==> images/detail.png <==
Region (102, 74) to (127, 99) µm. Cells in gray, sequential cells in the stronger gray; small squares are vias.
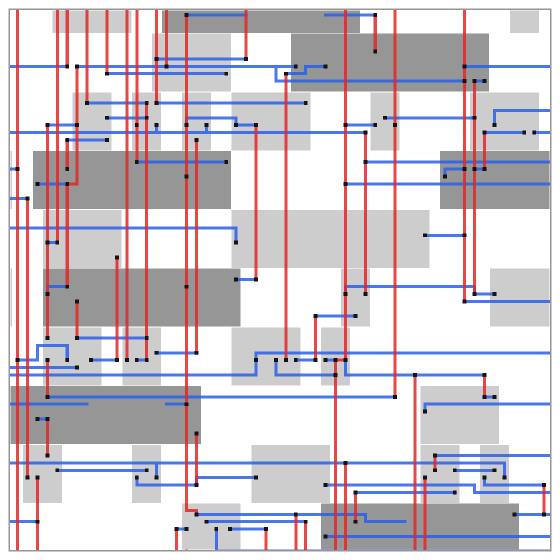
==> images/flops_by_reg.png <==
(3 px per µm) Other sequential cells in the stronger gray, the rest of the logic in the fainter gray.
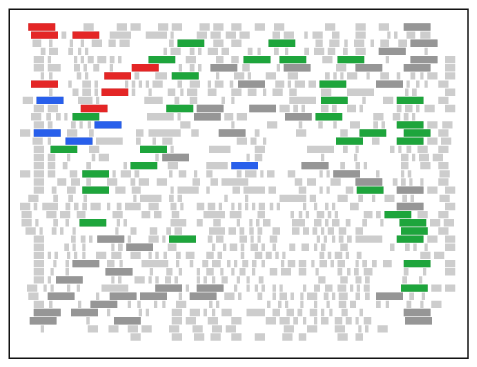
==> images/logic_types.png <==
(2 px per µm)
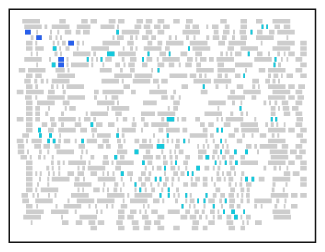
==> images/congestion.png <==
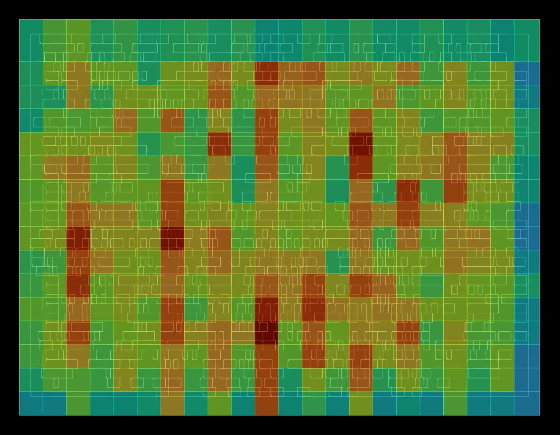
$ cat src/rtl/alu_pkg.sv
//============================================================================
// Module : alu_pkg
// Brief  : Shared ALU opcodes, MIPS op/funct codes and datapath widths.
// Rev    : 1.0
//============================================================================
`default_nettype none

package alu_pkg;

  localparam int NB_DATA        = 32;
  localparam int NB_ALU_OPCODE  = 4;
  localparam int NB_REG_ADDR    = 5;
  localparam int NB_ILLEGAL_CNT = 8;

  localparam logic [NB_ALU_OPCODE-1:0] C_ALU_SLL = 4'b0000;
  localparam logic [NB_ALU_OPCODE-1:0] C_ALU_ADD = 4'b0001;
  localparam logic [NB_ALU_OPCODE-1:0] C_ALU_SRL = 4'b0010;
  localparam logic [NB_ALU_OPCODE-1:0] C_ALU_SRA = 4'b0011;
  localparam logic [NB_ALU_OPCODE-1:0] C_ALU_AND = 4'b0100;
  localparam logic [NB_ALU_OPCODE-1:0] C_ALU_OR  = 4'b0101;
  localparam logic [NB_ALU_OPCODE-1:0] C_ALU_XOR = 4'b0110;
  localparam logic [NB_ALU_OPCODE-1:0] C_ALU_NOR = 4'b0111;
  localparam logic [NB_ALU_OPCODE-1:0] C_ALU_SUB = 4'b1101;
  localparam logic [NB_ALU_OPCODE-1:0] C_ALU_SLT = 4'b1111;

  localparam logic [5:0] C_OP_RTYPE = 6'b000000;
  localparam logic [5:0] C_OP_BEQ   = 6'b000100;
  localparam logic [5:0] C_OP_BNE   = 6'b000101;
  localparam logic [5:0] C_OP_ADDI  = 6'b001000;
  localparam logic [5:0] C_OP_ADDIU = 6'b001001;
  localparam logic [5:0] C_OP_SLTI  = 6'b001010;
  localparam logic [5:0] C_OP_ANDI  = 6'b001100;
  localparam logic [5:0] C_OP_ORI   = 6'b001101;
  localparam logic [5:0] C_OP_XORI  = 6'b001110;
  localparam logic [5:0] C_OP_LUI   = 6'b001111;
  localparam logic [5:0] C_OP_LW    = 6'b100011;
  localparam logic [5:0] C_OP_SW    = 6'b101011;

  localparam logic [5:0] C_FN_SLL  = 6'b000000;
  localparam logic [5:0] C_FN_SRL  = 6'b000010;
  localparam logic [5:0] C_FN_SRA  = 6'b000011;
  localparam logic [5:0] C_FN_SLLV = 6'b000100;
  localparam logic [5:0] C_FN_SRLV = 6'b000110;
  localparam logic [5:0] C_FN_SRAV = 6'b000111;
  localparam logic [5:0] C_FN_ADD  = 6'b100000;
  localparam logic [5:0] C_FN_ADDU = 6'b100001;
  localparam logic [5:0] C_FN_SUB  = 6'b100010;
  localparam logic [5:0] C_FN_SUBU = 6'b100011;
  localparam logic [5:0] C_FN_AND  = 6'b100100;
  localparam logic [5:0] C_FN_OR   = 6'b100101;
  localparam logic [5:0] C_FN_XOR  = 6'b100110;
  localparam logic [5:0] C_FN_NOR  = 6'b100111;
  localparam logic [5:0] C_FN_SLT  = 6'b101010;

  // Operand source selects driven by the decoder, consumed by the top muxes.
  localparam logic [1:0] C_SEL_A_RS  = 2'd0;
  localparam logic [1:0] C_SEL_A_RT  = 2'd1;
  localparam logic [1:0] C_SEL_A_IMM = 2'd2;

  localparam logic [2:0] C_SEL_B_RT       = 3'd0;
  localparam logic [2:0] C_SEL_B_SHAMT    = 3'd1;
  localparam logic [2:0] C_SEL_B_RS_SHAMT = 3'd2;
  localparam logic [2:0] C_SEL_B_IMM_SEXT = 3'd3;
  localparam logic [2:0] C_SEL_B_IMM_ZEXT = 3'd4;
  localparam logic [2:0] C_SEL_B_SIXTEEN  = 3'd5;

endpackage

`default_nettype wire

$ cat src/rtl/alu_op_decoder.sv
//============================================================================
// Module : alu_op_decoder
// Brief  : Combinational MIPS op/funct to ALU command and operand selects.
// Rev    : 1.0
//============================================================================
`default_nettype none

module alu_op_decoder
  import alu_pkg::*;
(
  input  logic [5:0]               i_op,
  input  logic [5:0]               i_funct,
  input  logic [NB_REG_ADDR-1:0]   i_rt,
  input  logic [NB_REG_ADDR-1:0]   i_rd,
  output logic [NB_ALU_OPCODE-1:0] o_alu_opcode,
  output logic                     o_signed_operation,
  output logic [1:0]               o_sel_a,
  output logic [2:0]               o_sel_b,
  output logic [NB_REG_ADDR-1:0]   o_dest_reg,
  output logic                     o_reg_write,
  output logic                     o_illegal
);

  always_comb begin
    o_alu_opcode       = C_ALU_SLL;
    o_signed_operation = 1'b0;
    o_sel_a            = C_SEL_A_RS;
    o_sel_b            = C_SEL_B_RT;
    o_dest_reg         = '0;
    o_reg_write        = 1'b0;
    o_illegal          = 1'b0;

    case (i_op)
      C_OP_RTYPE: begin
        o_dest_reg  = i_rd;
        o_reg_write = 1'b1;
        case (i_funct)
          C_FN_SLL:  begin o_alu_opcode = C_ALU_SLL; o_sel_a = C_SEL_A_RT; o_sel_b = C_SEL_B_SHAMT; end
          C_FN_SRL:  begin o_alu_opcode = C_ALU_SRL; o_sel_a = C_SEL_A_RT; o_sel_b = C_SEL_B_SHAMT; end
          C_FN_SRA:  begin o_alu_opcode = C_ALU_SRA; o_sel_a = C_SEL_A_RT; o_sel_b = C_SEL_B_SHAMT; end
          C_FN_SLLV: begin o_alu_opcode = C_ALU_SLL; o_sel_a = C_SEL_A_RT; o_sel_b = C_SEL_B_RS_SHAMT; end
          C_FN_SRLV: begin o_alu_opcode = C_ALU_SRL; o_sel_a = C_SEL_A_RT; o_sel_b = C_SEL_B_RS_SHAMT; end
          C_FN_SRAV: begin o_alu_opcode = C_ALU_SRA; o_sel_a = C_SEL_A_RT; o_sel_b = C_SEL_B_RS_SHAMT; end
          C_FN_ADD:  begin o_alu_opcode = C_ALU_ADD; o_signed_operation = 1'b1; end
          C_FN_ADDU: o_alu_opcode = C_ALU_ADD;
          C_FN_SUB:  begin o_alu_opcode = C_ALU_SUB; o_signed_operation = 1'b1; end
          C_FN_SUBU: o_alu_opcode = C_ALU_SUB;
          C_FN_AND:  o_alu_opcode = C_ALU_AND;
          C_FN_OR:   o_alu_opcode = C_ALU_OR;
          C_FN_XOR:  o_alu_opcode = C_ALU_XOR;
          C_FN_NOR:  o_alu_opcode = C_ALU_NOR;
          C_FN_SLT:  o_alu_opcode = C_ALU_SLT;
          default:   o_illegal = 1'b1;
        endcase
      end
      C_OP_ADDI, C_OP_ADDIU, C_OP_SLTI, C_OP_ANDI, C_OP_ORI, C_OP_XORI, C_OP_LUI, C_OP_LW: begin
        o_dest_reg  = i_rt;
        o_reg_write = 1'b1;
        o_sel_b     = C_SEL_B_IMM_SEXT;
        case (i_op)
          C_OP_ADDI:  begin o_alu_opcode = C_ALU_ADD; o_signed_operation = 1'b1; end
          C_OP_SLTI:  o_alu_opcode = C_ALU_SLT;
          C_OP_ANDI:  begin o_alu_opcode = C_ALU_AND; o_sel_b = C_SEL_B_IMM_ZEXT; end
          C_OP_ORI:   begin o_alu_opcode = C_ALU_OR;  o_sel_b = C_SEL_B_IMM_ZEXT; end
          C_OP_XORI:  begin o_alu_opcode = C_ALU_XOR; o_sel_b = C_SEL_B_IMM_ZEXT; end
          C_OP_LUI:   begin o_alu_opcode = C_ALU_SLL; o_sel_a = C_SEL_A_IMM; o_sel_b = C_SEL_B_SIXTEEN; end
          default:    o_alu_opcode = C_ALU_ADD;
        endcase
      end
      C_OP_SW: begin
        o_alu_opcode = C_ALU_ADD;
        o_sel_b      = C_SEL_B_IMM_SEXT;
      end
      C_OP_BEQ, C_OP_BNE: o_alu_opcode = C_ALU_SUB;
      default: o_illegal = 1'b1;
    endcase

    // Undecodable words must not leak partial command fields.
    if (o_illegal) begin
      o_dest_reg  = '0;
      o_reg_write = 1'b0;
    end
  end

endmodule

`default_nettype wire

$ cat src/rtl/alu_issue_stage.sv
//============================================================================
// Module : alu_issue_stage
// Brief  : ID/EX issue register: decode, operand select, stall/flush, illegal count.
// Rev    : 1.0
//============================================================================
`default_nettype none

module alu_issue_stage
  import alu_pkg::*;
#(
  parameter int NB_DATA        = 32,
  parameter int NB_ALU_OPCODE  = 4,
  parameter int NB_REG_ADDR    = 5,
  parameter int NB_ILLEGAL_CNT = 8
) (
  input  logic                      i_clock,
  input  logic                      i_reset,
  input  logic                      i_valid,
  input  logic [31:0]               i_instruction,
  input  logic [NB_DATA-1:0]        i_rs_data,
  input  logic [NB_DATA-1:0]        i_rt_data,
  input  logic                      i_stall,
  input  logic                      i_flush,
  output logic [NB_DATA-1:0]        o_first_operator,
  output logic [NB_DATA-1:0]        o_second_operator,
  output logic [NB_ALU_OPCODE-1:0]  o_alu_opcode,
  output logic                      o_signed_operation,
  output logic [NB_REG_ADDR-1:0]    o_dest_reg,
  output logic                      o_reg_write,
  output logic                      o_valid,
  output logic                      o_illegal,
  output logic [NB_ILLEGAL_CNT-1:0] o_illegal_count
);

  logic [alu_pkg::NB_ALU_OPCODE-1:0] w_alu_opcode;
  logic                              w_signed;
  logic [1:0]                        w_sel_a;
  logic [2:0]                        w_sel_b;
  logic [alu_pkg::NB_REG_ADDR-1:0]   w_dest_reg;
  logic                              w_reg_write;
  logic                              w_illegal;
  logic [NB_DATA-1:0]                w_op_a;
  logic [NB_DATA-1:0]                w_op_b;
  logic [NB_DATA-1:0]                w_imm_sext;
  logic [NB_DATA-1:0]                w_imm_zext;
  logic                              w_unused_rs_field;

  logic [NB_DATA-1:0]        r_first_operator;
  logic [NB_DATA-1:0]        r_second_operator;
  logic [NB_ALU_OPCODE-1:0]  r_alu_opcode;
  logic                      r_signed_operation;
  logic [NB_REG_ADDR-1:0]    r_dest_reg;
  logic                      r_reg_write;
  logic                      r_valid;
  logic                      r_illegal;
  logic [NB_ILLEGAL_CNT-1:0] r_illegal_count;

  // The rs field is consumed upstream as a register-file address.
  assign w_unused_rs_field = ^i_instruction[25:21];

  alu_op_decoder u_decoder (
    .i_op               (i_instruction[31:26]),
    .i_funct            (i_instruction[5:0]),
    .i_rt               (i_instruction[20:16]),
    .i_rd               (i_instruction[15:11]),
    .o_alu_opcode       (w_alu_opcode),
    .o_signed_operation (w_signed),
    .o_sel_a            (w_sel_a),
    .o_sel_b            (w_sel_b),
    .o_dest_reg         (w_dest_reg),
    .o_reg_write        (w_reg_write),
    .o_illegal          (w_illegal)
  );

  assign w_imm_sext = {{(NB_DATA-16){i_instruction[15]}}, i_instruction[15:0]};
  assign w_imm_zext = {{(NB_DATA-16){1'b0}}, i_instruction[15:0]};

  always_comb begin
    w_op_a = i_rs_data;
    case (w_sel_a)
      C_SEL_A_RT:  w_op_a = i_rt_data;
      C_SEL_A_IMM: w_op_a = w_imm_zext;
      default:     w_op_a = i_rs_data;
    endcase
  end

  always_comb begin
    w_op_b = i_rt_data;
    case (w_sel_b)
      C_SEL_B_SHAMT:    w_op_b = {{(NB_DATA-5){1'b0}}, i_instruction[10:6]};
      C_SEL_B_RS_SHAMT: w_op_b = {{(NB_DATA-5){1'b0}}, i_rs_data[4:0]};
      C_SEL_B_IMM_SEXT: w_op_b = w_imm_sext;
      C_SEL_B_IMM_ZEXT: w_op_b = w_imm_zext;
      C_SEL_B_SIXTEEN:  w_op_b = NB_DATA'(16);
      default:          w_op_b = i_rt_data;
    endcase
  end

  // Priority flush > stall > load; a non-live load (invalid or illegal) is a bubble.
  always_ff @(posedge i_clock or posedge i_reset) begin
    if (i_reset) begin
      r_first_operator   <= '0;
      r_second_operator  <= '0;
      r_alu_opcode       <= '0;
      r_signed_operation <= 1'b0;
      r_dest_reg         <= '0;
      r_reg_write        <= 1'b0;
      r_valid            <= 1'b0;
      r_illegal          <= 1'b0;
      r_illegal_count    <= '0;
    end else if (i_flush || (!i_stall && !(i_valid && !w_illegal))) begin
      r_first_operator   <= '0;
      r_second_operator  <= '0;
      r_alu_opcode       <= '0;
      r_signed_operation <= 1'b0;
      r_dest_reg         <= '0;
      r_reg_write        <= 1'b0;
      r_valid            <= 1'b0;
      r_illegal          <= !i_flush && i_valid && w_illegal;
      if (!i_flush && i_valid && w_illegal && (r_illegal_count != '1)) begin
        r_illegal_count <= r_illegal_count + 1'b1;
      end
    end else if (i_stall) begin
      r_illegal <= 1'b0;
    end else begin
      r_first_operator   <= w_op_a;
      r_second_operator  <= w_op_b;
      r_alu_opcode       <= NB_ALU_OPCODE'(w_alu_opcode);
      r_signed_operation <= w_signed;
      r_dest_reg         <= NB_REG_ADDR'(w_dest_reg);
      r_reg_write        <= w_reg_write;
      r_valid            <= 1'b1;
      r_illegal          <= 1'b0;
    end
  end

  assign o_first_operator   = r_first_operator;
  assign o_second_operator  = r_second_operator;
  assign o_alu_opcode       = r_alu_opcode;
  assign o_signed_operation = r_signed_operation;
  assign o_dest_reg         = r_dest_reg;
  assign o_reg_write        = r_reg_write;
  assign o_valid            = r_valid;
  assign o_illegal          = r_illegal;
  assign o_illegal_count    = r_illegal_count;

endmodule

`default_nettype wire

$ cat config.mk
export PLATFORM = sky130hd
export DESIGN_NAME = alu_issue_stage
export DESIGN_NICKNAME = d
export VERILOG_FILES = /design/src/rtl/alu_pkg.sv /design/src/rtl/alu_op_decoder.sv /design/src/rtl/alu_issue_stage.sv
export SDC_FILE = /design/constraint.sdc
export NUM_CORES = 1
export LEC_CHECK = 0
export ABC_AREA = 1
export CAP_MARGIN = 20
export CELL_PAD_IN_SITES_DETAIL_PLACEMENT = 1
export CELL_PAD_IN_SITES_GLOBAL_PLACEMENT = 1
export CORE_ASPECT_RATIO = 0.75
export CORE_MARGIN = 3
export CORE_UTILIZATION = 28
export DETAILED_ROUTE_END_ITERATION = 16
export HOLD_SLACK_MARGIN = 0.05
export PLACE_DENSITY_LB_ADDON = 0.1
export SYNTH_ARGS = -nofsm -noshare
export SYNTH_HDL_FRONTEND = slang
export SYNTH_SLANG_ARGS = --single-unit
$ cat constraint.sdc
create_clock -name i_clock -period 2.7 [get_ports i_clock]
set_input_delay 0.675 -clock i_clock [delete_from_list [all_inputs] [get_ports i_clock]]
set_output_delay 0.675 -clock i_clock [all_outputs]
set_load 0.05 [all_outputs]
==> run summary <==
This memo summarizes the results of the implementation run.

Synth
The cell count in the Yosys report is roughly 570. The number of unique standard cell types used by synthesis is 36. Once synthesis finished, the tally of register bits stood at between 80 and 90.

The part of the Yosys area used for sequential elements is between 40% and 50%. The number of nets handed over by synthesis was ~670. The tally of yosys warning messages is 0. The stat command in Yosys gives a chip area of approximately 4500 µm². A synthesized cell averages ~8.0 µm². The cell area that synthesis handed to floorplanning was ~4500 µm².

Power and ir drop
The net switching power is 1.04 mW. The static leakage is 3.28 nW. The sequential cell power is about 1.4 mW.

Per the breakdown, switching nets consume a little under a third of all power. The clock network power reported by the tool is around 1.3 mW. Power spread over the standard cell area amounts to around 470 nW/µm². The combinational power reported by the tool is 0.785 mW.

Place
The number of port buffers is between 150 and 200.

Timing
Setup repair after global routing left no endpoint under its margin. Adding up every negative setup slack in the final design gives 0 ns. Per the final report, max-transition violations number 0. The actual slew at the worst max-slew pin is about 0.57 ns. The smallest clock period supported by the final layout is computed as 2.49 ns.

Worst setup path
STA classifies the critical path endpoint as a register. The startpoint type of the worst setup path is an input pin. Looking at the reg2reg group, the worst path ends at o_illegal_count[4]. The worst register-to-register path begins at o_illegal_count[0].

Detailed routing
Dividing the detail-routed wire length by the instance count gives approximately 18 µm. The per-cell via count in the routed design is ~4.8. The detail route stage leaves a number of antenna-violating nets equal to 0. The number of iterations in the first detailed-routing pass is 4.

The remaining routing DRC violations is 0.

GRT
Entering global routing, the biggest net connects roughly 86 pins. The first global-routing pass estimated around 28000 µm of wire. The initial antenna violation count was 0.

Floorplan
In this run the vertical extent of the chip is around 120 µm. Once the floorplan was initialized, standard cells occupied about 29% of the core.

Status
The run finished with clean final reports.

Clock tree
The number of buffers created by CTS is 9. The insertion delay of the later-clocked pin in the worst-skew pair is about 0.35 ns. The count of hold buffers inserted by post-cts repair is 0. The number of sinks driven by the clock tree is 85.

Flow run
The number of logged tool warnings is 32. The report counts max-capacitance violations totalling 0.

Final layout
Compared with the post-synthesis result, the final layout area differs by 63.3%. The count of nets after finishing is around 900.
About detail.png:
metal 2: marked red. metal 1: marked blue.
Sequential cells in the window: 6. 28 logic cells have their middle in the window. Most frequent: clkdlybuf4s50_1 (6), dfrtp_1 (6), nand2_1 (5). Netlist names of flops here include o_first_operator (4), o_second_operator (2).

About flops_by_reg.png:
o_first_operator: marked green, flops 32. o_illegal_count: marked red, flops 8, where upper left. o_dest_reg: marked blue, flops 5.
Another 40 sequential cells are not colored.

About logic_types.png:
XOR/XNOR gates: marked blue, cells 5, where upper left. NOR gates: marked cyan, cells 73.
Comb/total area: 28.4%
number of non-filler instances in the completed layout: 1003
most frequent logic cell in the layout: clkdlybuf4s50_1

About congestion.png:
all-layer global routing usage: 20.4%
peak-usage layer in the global routing report: met2
met1 Use GR: 27.4%
met2 GRT Util: 32.4%
Finished Core Util: 47.5%

-- how the worst min path moves through the flow --
stage,from,endpoint
finish,o_second_operator[3],o_second_operator[3]
detailed placement,o_second_operator[3],o_second_operator[3]
global placement,o_second_operator[10],o_second_operator[10]
floorplan,o_second_operator[5],o_second_operator[5]
global route,o_alu_opcode[2],o_alu_opcode[2]
CTS,o_second_operator[17],o_second_operator[17]
-- routing by layer --
metal  vias up  share of wire (%)  global-route usage (%)
li1       2353                  -                       -
met1      2348                 46                    27.4
met2       139                 45                    32.4
met3        17                7.9                    6.79
met4         0                1.4                    4.87
met5         -                  0                       0
-- area by class of cell --
type / instances / area (µm²)
Fill cell: 1849 / 8120
Inverter: 47 / 180
Clock inverter: 6 / 70.1
Multi-Input combinational cell: 405 / 2090
Sequential cell: 85 / 2130
Tap cell: 205 / 256
Clock buffer: 10 / 239
Timing Repair Buffer: 245 / 2390
-- cell families (layout without fill, tap and decap cells) --
group	count (synthesis)	after routing	share of synthesized area, %
adder cells (fa/ha/maj)	3	3	0.834
flip-flops	85	85	47.2
AND-OR/OR-AND	122	122	17.4
AND/OR/NAND/NOR	275	275	25.8
buffers and inverters	76	308	7.75
XOR/XNOR	5	5	0.973
-- cell usage in the layout, fill, tap and decap left out, drive strengths merged, types with 5 or more instances in the layout --
cell type,synthesis,layout
clkdlybuf4s50,0,180
nand2,171,171
dfrtp,85,85
o21ai,71,71
buf,12,65
nor2,55,55
inv,45,46
a22oi,21,21
nand3,20,20
nor3,17,17
a221oi,15,15
nand4,11,11
clkbuf,17,10
o22ai,5,5
-- what timing repair did --
| item | CTS | global route |
|---|---|---|
| buffers inserted | 0 | 1 |
| gates resized | 0 | 9 |
| setup endpoints to repair | 0 | 31 |
-- synth_stat cells (all sizes together) --
library cell  instances  share of area, %
nor2                 55               5.0
o211ai                2              0.33
o21ai                71               8.7
dfrtp                85                47
a21oi                 3              0.33
buf                  12               2.4
a32oi                 2              0.39
a31oi                 1              0.14
a21boi                1              0.17
xor2                  3              0.58
ha                    3              0.83
nand4                11               1.5
xnor2                 2              0.39
o22ai                 5              0.69
nand2               171                14
clkbuf               17               1.4
nor3                 17               1.9
nand3                20               2.8
clkinv                2              0.17
nor4                  1              0.14
a221oi               15               2.9
a22oi                21               3.5
a22o                  1              0.19
inv                  45               3.8
-- critical path, stage by stage --
cell,delay (ns)
clkdlybuf4s50_1,0.43
nor2_2,0.14
buf_4,0.15
nand3_2,0.08
buf_4,0.18
nor2_1,0.11
nand4_1,0.27
nand3_2,0.27
inv_2,0.06
nand2_2,0.07
buf_12,0.16
o21ai_0,0.09
-- per-stage QoR --
stage          hold WS [ns]  power [mW]  setup slack (ns)  area (µm²)
4_1_cts               0.487        3.50            0.0687        7290
3_5_place_dp          0.470        2.18            -0.297        6980
2_1_floorplan         0.760        1.79             0.224        4510
3_3_place_gp          0.464        2.16            -0.193        6980
6_report              0.482        3.45             0.214        7350
5_1_grt               0.509        3.62            0.0183        7350
Power and IR drop assume default switching activity.
